### config.mk
export PLATFORM = sky130hd
export DESIGN_NAME = filter_window_ctrl
export DESIGN_NICKNAME = d
export VERILOG_FILES = /design/src/rtl/filter_window_ctrl.sv
export SDC_FILE = /design/constraint.sdc
export NUM_CORES = 1
export LEC_CHECK = 0
export CAP_MARGIN = 20
export CORE_UTILIZATION = 45
export DETAILED_ROUTE_END_ITERATION = 6
export GPL_ROUTABILITY_DRIVEN = 1
export PLACE_DENSITY = 0.67
export SYNTH_ARGS = -nofsm -noshare
export SYNTH_HDL_FRONTEND = slang
export SYNTH_SLANG_ARGS = --single-unit
### constraint.sdc
create_clock -name clk -period 7.81 [get_ports clk]
set_input_delay 1.562 -clock clk [delete_from_list [all_inputs] [get_ports clk]]
set_output_delay 1.562 -clock clk [all_outputs]
set_load 0.1 [all_outputs]
### src/rtl/filter_window_ctrl.sv
// Sequencer for the 3x3 pixel filter: fetches each interior neighbourhood,
// strobes the window into the filter, and writes the result back.
module filter_window_ctrl #(
    parameter int IMG_W  = 8,
    parameter int IMG_H  = 8,
    parameter int ADDR_W = 6,
    parameter int LAT    = 2
) (
    input  logic              clk,
    input  logic              reset,
    input  logic              start,
    output logic              busy,
    output logic              done,
    output logic              rd_en,
    output logic [ADDR_W-1:0] rd_addr,
    input  logic [3:0]        rd_data,
    output logic              win_valid,
    output logic [35:0]       win_pixels,
    input  logic [4:0]        filt_result,
    output logic              wr_en,
    output logic [ADDR_W-1:0] wr_addr,
    output logic [4:0]        wr_data
);

    localparam int XW = $clog2(IMG_W);
    localparam int YW = $clog2(IMG_H);
    localparam int LW = $clog2(LAT + 1);

    typedef enum logic [2:0] {
        S_IDLE,
        S_FETCH,
        S_CAP,
        S_ISSUE,
        S_WAIT,
        S_WRITE,
        S_DONE
    } state_t;

    state_t            state_q, state_d;
    logic [XW-1:0]     x_q, x_d;
    logic [YW-1:0]     y_q, y_d;
    logic [3:0]        tap_q, tap_d;
    logic [LW-1:0]     lat_q, lat_d;
    logic [35:0]       win_q, win_d;
    logic              busy_q, busy_d;
    logic              done_q, done_d;
    logic              rd_en_q, rd_en_d;
    logic [ADDR_W-1:0] rd_addr_q, rd_addr_d;
    logic              win_valid_q, win_valid_d;
    logic [35:0]       win_pixels_q, win_pixels_d;
    logic              wr_en_q, wr_en_d;
    logic [ADDR_W-1:0] wr_addr_q, wr_addr_d;
    logic [4:0]        wr_data_q, wr_data_d;
    logic              last_centre;

    function automatic logic [ADDR_W-1:0] tap_addr(
        input logic [3:0]    k,
        input logic [XW-1:0] x,
        input logic [YW-1:0] y
    );
        int r;
        int c;
        r = int'(k) / 3;
        c = int'(k) % 3;
        return ADDR_W'((int'(y) + r - 1) * IMG_W + int'(x) + c - 1);
    endfunction

    function automatic logic [ADDR_W-1:0] out_addr(
        input logic [XW-1:0] x,
        input logic [YW-1:0] y
    );
        return ADDR_W'((int'(y) - 1) * (IMG_W - 2) + int'(x) - 1);
    endfunction

    assign last_centre = (x_q == XW'(IMG_W - 2)) && (y_q == YW'(IMG_H - 2));

    always_comb begin
        state_d      = state_q;
        x_d          = x_q;
        y_d          = y_q;
        tap_d        = tap_q;
        lat_d        = lat_q;
        win_d        = win_q;
        busy_d       = busy_q;
        done_d       = 1'b0;
        rd_en_d      = rd_en_q;
        rd_addr_d    = rd_addr_q;
        win_valid_d  = 1'b0;
        win_pixels_d = win_pixels_q;
        wr_en_d      = 1'b0;
        wr_addr_d    = wr_addr_q;
        wr_data_d    = wr_data_q;
        unique case (state_q)
            S_IDLE: begin
                if (start) begin
                    state_d   = S_FETCH;
                    x_d       = XW'(1);
                    y_d       = YW'(1);
                    tap_d     = 4'd0;
                    busy_d    = 1'b1;
                    rd_en_d   = 1'b1;
                    rd_addr_d = tap_addr(4'd0, XW'(1), YW'(1));
                end
            end
            S_FETCH: begin
                // first shift of each pixel takes stale data; it falls out by CAP
                win_d = {win_q[31:0], rd_data};
                if (tap_q == 4'd8) begin
                    state_d = S_CAP;
                    rd_en_d = 1'b0;
                end else begin
                    tap_d     = tap_q + 4'd1;
                    rd_addr_d = tap_addr(tap_q + 4'd1, x_q, y_q);
                end
            end
            S_CAP: begin
                win_d        = {win_q[31:0], rd_data};
                win_pixels_d = {win_q[31:0], rd_data};
                win_valid_d  = 1'b1;
                state_d      = S_ISSUE;
            end
            S_ISSUE: begin
                lat_d   = '0;
                state_d = S_WAIT;
            end
            S_WAIT: begin
                if (lat_q == LW'(LAT - 1)) begin
                    wr_data_d = filt_result;
                    wr_addr_d = out_addr(x_q, y_q);
                    wr_en_d   = 1'b1;
                    state_d   = S_WRITE;
                end else begin
                    lat_d = lat_q + LW'(1);
                end
            end
            S_WRITE: begin
                if (last_centre) begin
                    state_d = S_DONE;
                    done_d  = 1'b1;
                    busy_d  = 1'b0;
                end else begin
                    if (x_q == XW'(IMG_W - 2)) begin
                        x_d = XW'(1);
                        y_d = y_q + YW'(1);
                    end else begin
                        x_d = x_q + XW'(1);
                    end
                    tap_d     = 4'd0;
                    rd_en_d   = 1'b1;
                    rd_addr_d = tap_addr(4'd0, x_d, y_d);
                    state_d   = S_FETCH;
                end
            end
            S_DONE: state_d = S_IDLE;
            default: state_d = S_IDLE;
        endcase
    end

    always_ff @(posedge clk or posedge reset) begin
        if (reset) begin
            state_q      <= S_IDLE;
            x_q          <= '0;
            y_q          <= '0;
            tap_q        <= '0;
            lat_q        <= '0;
            win_q        <= '0;
            busy_q       <= 1'b0;
            done_q       <= 1'b0;
            rd_en_q      <= 1'b0;
            rd_addr_q    <= '0;
            win_valid_q  <= 1'b0;
            win_pixels_q <= '0;
            wr_en_q      <= 1'b0;
            wr_addr_q    <= '0;
            wr_data_q    <= '0;
        end else begin
            state_q      <= state_d;
            x_q          <= x_d;
            y_q          <= y_d;
            tap_q        <= tap_d;
            lat_q        <= lat_d;
            win_q        <= win_d;
            busy_q       <= busy_d;
            done_q       <= done_d;
            rd_en_q      <= rd_en_d;
            rd_addr_q    <= rd_addr_d;
            win_valid_q  <= win_valid_d;
            win_pixels_q <= win_pixels_d;
            wr_en_q      <= wr_en_d;
            wr_addr_q    <= wr_addr_d;
            wr_data_q    <= wr_data_d;
        end
    end

    assign busy       = busy_q;
    assign done       = done_q;
    assign rd_en      = rd_en_q;
    assign rd_addr    = rd_addr_q;
    assign win_valid  = win_valid_q;
    assign win_pixels = win_pixels_q;
    assign wr_en      = wr_en_q;
    assign wr_addr    = wr_addr_q;
    assign wr_data    = wr_data_q;

endmodule

### Met1 routing, run 1

Scale: 3 px per um. Supply wires on this layer in gray.
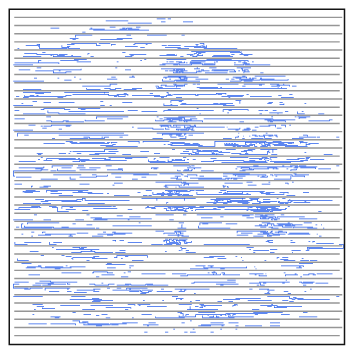
nets with wire on the layer: 533
share of all routed wire: 43%
wire length on this layer: 4450 um
main direction: horizontal
longest straight run: 35.4 um

### M2 wires, run 1

Scale: 2 px per um. Cells faint in the background.
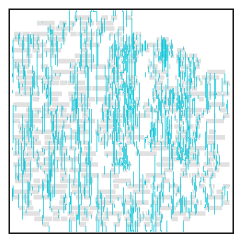
nets with wire on the layer: 516
longest straight run: 44.5 um
share of all routed wire: 48%
main direction: vertical
wire length on this layer: 4990 um
met2 Use GR: 29.9%
DR vias: 3634
drt total wl: 10300 um

==> flow_metrics.py, run 1 <==
# Metrics from the implementation run
metrics = {
    "worst_hold_path": {
        "hp-start": "wr_data[4]",
    },
    "global_route": {
        "grt_use_total_pct": 18.1,
        "top_usage_layer": "met2",
    },
    "synth": {
        "synth_warnings": 0,
        "top_area_cell": "dfrtp_1",
        "avgSynthCellArea_um2": 11.1,
        "synthFlopType": "dfrtp_1",
        "ys_cells": 483,
        "synthesis.area_um2": 5370,
        "yosys-top-cells-area": "dfrtp_1 49%, mux2_2 14%, ha_1 8.2%",
    },
    "cells_and_area": {
        "drive_gt1_share_pct": 17.5,
    },
    "floorplan": {
        "core-area_um2": 11500,
        "dieWidth_um": 111,
    },
    "setup_path": {
        "start_kind": "register",
        "r2r_slack_ns": 2.72,
        "cp.depth": 24,
        "cp_top_family": "adder cells",
    },
    "final_timing": {
        "clock_skew_ns": 0.00941,
    },
    "status": {
        "violations": "design-rule violations",
        "status": "finished with violations",
    },
    "detailed_routing": {
        "wl_met1_um": 4450,
        "route.detailed.drc": 6,
        "drtIter0Drc": 152,
        "wl_met3_um": 674,
        "drtPass1Iterations": 7,
        "wl_per_cell_um": 14.9,
    },
    "cts": {
        "clock_latency_ns": 0.35,
    },
    "run": {
        "cap_violations": 0,
        "warning_count": 33,
    },
}
### The metal 3 layer, run 1

Scale: 3 px per um.
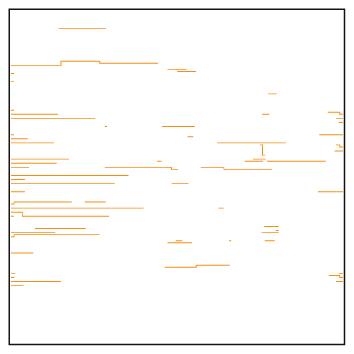
nets with wire on the layer: 53
wire length on this layer: 675 um

[run 1: cells by family (layout without fill, tap and decap cells)]
| family | Yosys count | count (layout) | share of synthesized area [%] |
|---|---|---|---|
| compound gates | 73 | 73 | 8.55 |
| flops | 105 | 105 | 48.9 |
| mux | 71 | 71 | 14.8 |
| buf+inv | 63 | 130 | 4.75 |
| fa+ha+maj | 38 | 38 | 9.27 |
| xor+xnor | 24 | 24 | 3.91 |
| simple gates | 109 | 109 | 9.80 |
[run 1: through the flow]
stage / util [%] / cells / cell area (um2) / worst slack [ns]
4_1_cts: 56.2 / 693 / 6470 / 2.69
6_report: 56.2 / 693 / 6470 / 2.72
3_3_place_gp: 53.7 / 677 / 6190 / 2.90
2_1_floorplan: - / 483 / 5370 / 3.18
5_1_grt: 56.2 / 693 / 6470 / 2.32
3_5_place_dp: 53.7 / 677 / 6190 / 2.72
[run 1: worst register-to-register path: stages, from the launching register on]
cell and delay (ns):
dfrtp_1 0.53, ha_1 0.36, nand2b_1 0.17, o22ai_1 0.12
ha_1 0.25, ha_1 0.21, or2_0 0.28, nor3b_4 0.39
xnor2_1 0.19, ha_1 0.23, and2b_1 0.23, o21ai_2 0.11
mux2i_1 0.21, ha_1 0.24, inv_1 0.06, ha_1 0.16
inv_1 0.06, fa_1 0.40, inv_1 0.07, a21o_1 0.10
a21oi_1 0.07, xnor2_1 0.18, xnor2_1 0.15, xnor2_1 0.13
o21ai_1 0.07
[run 1: layout make-up]
class / instances / area, um2
Timing Repair Buffer: 72 / 713
Fill cell: 996 / 5040
Sequential cell: 105 / 2630
Tap cell: 143 / 179
Multi-Input combinational cell: 315 / 2510
Clock inverter: 6 / 56.3
Inverter: 42 / 160
Clock buffer: 10 / 229
### Cell outlines without signal wires, run 1

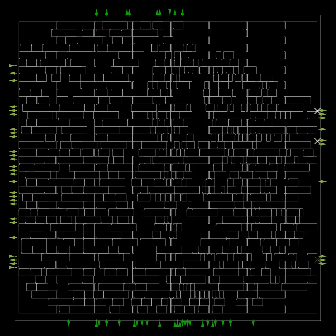

==> inputs of run 2 (changes only) <==
Settings changed: PLACE_DENSITY 0.67 to 0.7.
Clock period 7.81 ns to 4.65 ns, I/O delays scaled along.
### Cell outlines without signal wires, run 2

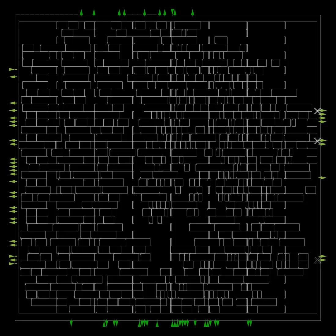
Final Core Density: 59.0%
Rows: 39
Seq/total area: 38.7%

### The metal 3 layer, run 2

Scale: 3 px per um.
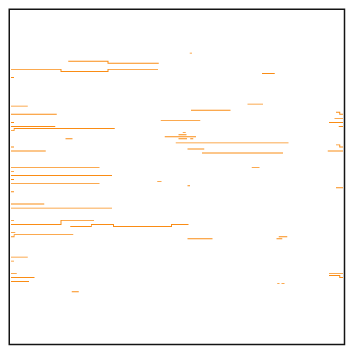
wire length on this layer: 586 um
longest straight run: 37.3 um
nets with wire on the layer: 48

==> flow_metrics.py, run 2 <==
# Metrics from the implementation run
metrics = {
    "detailed_routing": {
        "wl_met3_um": 586,
        "routed.top_layer": "met4",
        "wl_met1_um": 4680,
        "vias": 3746,
        "wl_per_cell_um": 15.3,
        "drtIter0Drc": 113,
        "drtPass1Iterations": 6,
        "route.detailed.drc": 6,
    },
    "synth": {
        "yosys-mux-area-fraction_pct": 14.8,
        "yosys.area_share.adder_pct": 9.27,
        "yosys-top-cells-area": "dfrtp_1 49%, mux2_2 14%, ha_1 8.2%",
        "ys_cells": 483,
        "synth.cellmix.xorXnorShare_pct": 3.91,
        "top_area_cell": "dfrtp_1",
        "synthFlopType": "dfrtp_1",
        "ys_sh_aoi_pct": 8.55,
        "topCombFamilyByArea": "multiplexers",
        "avgSynthCellArea_um2": 11.1,
        "synthesis.area_um2": 5370,
        "top_cell": "dfrtp_1",
        "synth_warnings": 0,
        "simple_gate_share_pct": 9.80,
    },
    "final_timing": {
        "fin_crit_sh_pct": 96.4,
        "worst_pin_slew_ns": 1.03,
        "clock_skew_ns": 0.00775,
    },
    "worst_hold_path": {
        "hp-start": "wr_data[2]",
    },
    "cts": {
        "clock_latency_ns": 0.35,
        "root_buffer": "clkbuf_16",
        "cts_buffers": 9,
    },
    "placement": {
        "placed_area_um2": 6250,
        "port_buffers": 69,
    },
    "status": {
        "status": "finished with violations",
        "violations": "design-rule violations",
    },
    "cells_and_area": {
        "lay_top_count": "dfrtp_1",
        "lay_top_cells": "102 x dfrtp_1, 69 x clkdlybuf4s50_1, 68 x mux2_2, 49 x nand2_1, 39 x inv_1",
        "nFillCells": 953,
        "drive_gt1_share_pct": 24.5,
    },
    "floorplan": {
        "dieWidth_um": 111,
        "core-area_um2": 11500,
    },
    "setup_path": {
        "r2r_slack_ns": 0.17,
        "cp_top_family": "adder cells",
        "start_kind": "register",
    },
    "global_route": {
        "grt_use_total_pct": 18.8,
    },
    "run": {
        "warning_count": 34,
        "cap_violations": 0,
    },
}
[run 2: how the worst max path moves through the flow]
stage                     startpoint    endpoint  slack (ns)  cells past startpoint
after floorplan             tap_q[3]  rd_addr[5]        0.02                     25
after global placement      tap_q[0]  rd_addr[5]        0.07                     24
after detailed placement    tap_q[0]  rd_addr[5]       -0.20                     24
after CTS                   tap_q[0]  rd_addr[5]        0.01                     24
after global routing        tap_q[0]  rd_addr[5]       -0.13                     24
final                       tap_q[0]  rd_addr[5]        0.17                     24
[run 2: stage by stage]
step	util (%)	TNS, ns	hold WS, ns	cells	worst slack [ns]
after floorplan	-	0	0.475	483	0.0178
after global placement	54.2	0	0.460	685	0.0738
after detailed placement	54.2	-0.223	0.471	685	-0.198
after CTS	57.1	0	0.486	703	0.0116
after global routing	59.0	-0.129	0.510	715	-0.129
final	59.0	0	0.478	715	0.170
[run 2: layer usage]
layer  vias to the layer above  global-route usage, %
li1                       1817                      -
met2                        71                   31.8
met1                      1838                   22.4
met5                         -                      0
met3                        20                   5.63
met4                         0                   7.48
[run 2: repair_timing]
| item | CTS | global route |
|---|---|---|
| pin swaps | 4 | 17 |
| gates resized | 7 | 22 |
| hold buffers | 0 | 0 |
| endpoints found under the setup margin | 3 | 3 |
| setup buffers | 3 | 11 |
[run 2: cell type report]
class	count	area (um2)	share of cell area, %
clock buffer	10	239	3.52
multi-input combinational	315	2630	38.8
sequential	105	2630	38.7
tap	143	179	2.63
clock inverter	5	38.8	0.571
inverter	42	160	2.36
timing repair buffer	95	910	13.4
[run 2: worst min-delay path: cells and delay by family, from the launching register on]
kind             cells  cell delay, ns
DFF                  1            0.34
and+or+nand+nor      2            0.11
### Met1 routing, run 2

Scale: 3 px per um. Supply wires on this layer in gray.
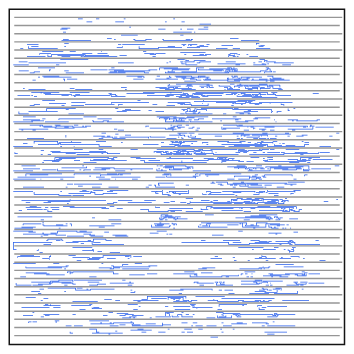

==> inputs of run 3 (changes only) <==
--- a/config.mk
+++ b/config.mk
@@ -9,6 +9,7 @@
 export CORE_UTILIZATION = 45
 export DETAILED_ROUTE_END_ITERATION = 6
+export DONT_BUFFER_PORTS = 1
 export GPL_ROUTABILITY_DRIVEN = 1
-export PLACE_DENSITY = 0.7
+export HOLD_SLACK_MARGIN = 0.05
 export SYNTH_ARGS = -nofsm -noshare
 export SYNTH_HDL_FRONTEND = slang
==> constraint.sdc (replaced) <==
create_clock -name clk -period 4.65 [get_ports clk]
set_input_delay 0.465 -clock clk [delete_from_list [all_inputs] [get_ports clk]]
set_output_delay 0.465 -clock clk [all_outputs]
set_load 0.1 [all_outputs]
### Met1 routing, run 3

Scale: 3 px per um. Supply wires on this layer in gray.
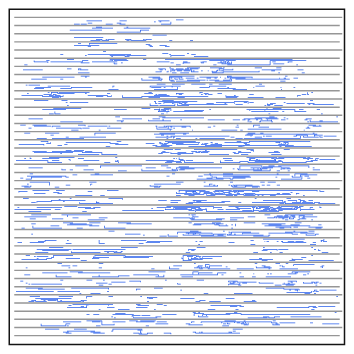
wire length on this layer: 4250 um
longest straight run: 42.3 um
M1 GR Usage: 20.9%
drt total wl: 10100 um
DR vias: 3424

==> flow_metrics.py, run 3 <==
# Metrics from the implementation run
metrics = {
    "cells_and_area": {
        "drive_gt1_share_pct": 26.3,
        "lay_top_count": "dfrtp_1",
        "lay_top_cells": "103 x dfrtp_1, 68 x mux2_2, 49 x nand2_1, 40 x inv_1, 30 x ha_1",
        "final_util_pct": 52.4,
    },
    "detailed_routing": {
        "route.detailed.drc": 4,
        "wl_per_cell_um": 15.9,
        "drtIter0Drc": 151,
    },
    "synth": {
        "synth.cellmix.xorXnorShare_pct": 3.91,
        "top_area_cell": "dfrtp_1",
        "simple_gate_share_pct": 9.80,
        "yosys.area_share.adder_pct": 9.27,
        "ys_sh_aoi_pct": 8.55,
        "synth_warnings": 0,
        "topCombFamilyByArea": "multiplexers",
        "avgSynthCellArea_um2": 11.1,
        "top_cell": "dfrtp_1",
        "ys_cells": 483,
        "synthFlopType": "dfrtp_1",
    },
    "cts": {
        "root_buffer": "clkbuf_16",
        "clock_latency_ns": 0.35,
        "postCtsHoldBufs": 0,
        "cts_buffers": 9,
    },
    "setup_path": {
        "cp_top_family": "adder cells",
        "start_kind": "register",
        "r2r_slack_ns": 0.21,
    },
    "final_timing": {
        "worst_pin_slew_ns": 1.04,
        "fin_crit_sh_pct": 95.5,
        "clock_skew_ns": 0.00790,
        "fin_ws_ns": 0.207,
    },
    "floorplan": {
        "fp-row-count": 39,
        "core-area_um2": 11500,
    },
    "placement": {
        "pre_cts_slack_ns": -0.149,
    },
    "status": {
        "violations": "design-rule violations",
        "status": "finished with violations",
    },
    "global_route": {
        "grt_use_total_pct": 17.3,
    },
    "run": {
        "cap_violations": 0,
    },
}
### I/O pins on the die edge, run 3

Scale: 3 px per um. Pins as bars across the die edge, other pins in gray.
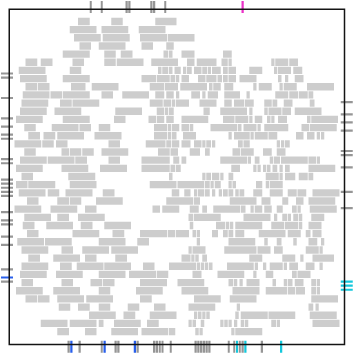
legend:
  wr_addr:
    color: cyan
    pins: 6
    direction: output
    edge: 3 bottom, 3 right
  rd_en:
    color: magenta
    pins: 1
    direction: output
    edge: top
  rd_data:
    color: blue
    pins: 4
    direction: input
    edge: 3 bottom, 1 left
all pins by edge: 28 bottom, 22 left, 12 right, 8 top
Die W: 111 um
count of input and output buffers: 0
DIE HEIGHT: 111 um

run 3: area by class of cell:
cell class | count | area (um2)
Multi-Input combinational cell | 315 | 2630
Inverter | 42 | 160
Fill cell | 1034 | 5480
Clock buffer | 10 | 239
Clock inverter | 6 | 71.3
Timing Repair Buffer | 17 | 128
Tap cell | 143 | 179
Sequential cell | 105 | 2630
run 3: worst min path at each step:
stage / from / end / slack, ns
3_5_place_dp: win_q[30] / win_pixels[34] / 0.49
6_report: reset / win_pixels[4] / 0.16
3_3_place_gp: win_q[29] / win_pixels[33] / 0.49
2_1_floorplan: win_q[28] / win_q[28] / 0.47
4_1_cts: reset / win_pixels[4] / 0.19
5_1_grt: reset / win_pixels[0] / 0.22
run 3: metal layers:
metal,vias to the layer above,routed length [um],global-route usage [%],part of all wire (%)
li1,1655,-,-,-
met1,1698,4250,20.9,42
met2,63,5100,29.3,50
met3,8,678,5.74,6.7
met4,0,93,4.77,0.92
met5,-,0,0,0
run 3: what timing repair did:
item	4_1_cts	5_1_grt
setup buffers	2	4
resized	5	22
pin swaps	1	14
setup endpoints to repair	1	3
run 3: through the flow:
stage          instances  setup TNS [ns]  area, um2  hold WS (ns)
3_3_place_gp         616               0       5560         0.488
3_5_place_dp         616          -0.149       5560         0.494
2_1_floorplan        483               0       5370         0.475
4_1_cts              634               0       5900         0.186
6_report             638               0       6040         0.156
5_1_grt              638         -0.0603       6040         0.217
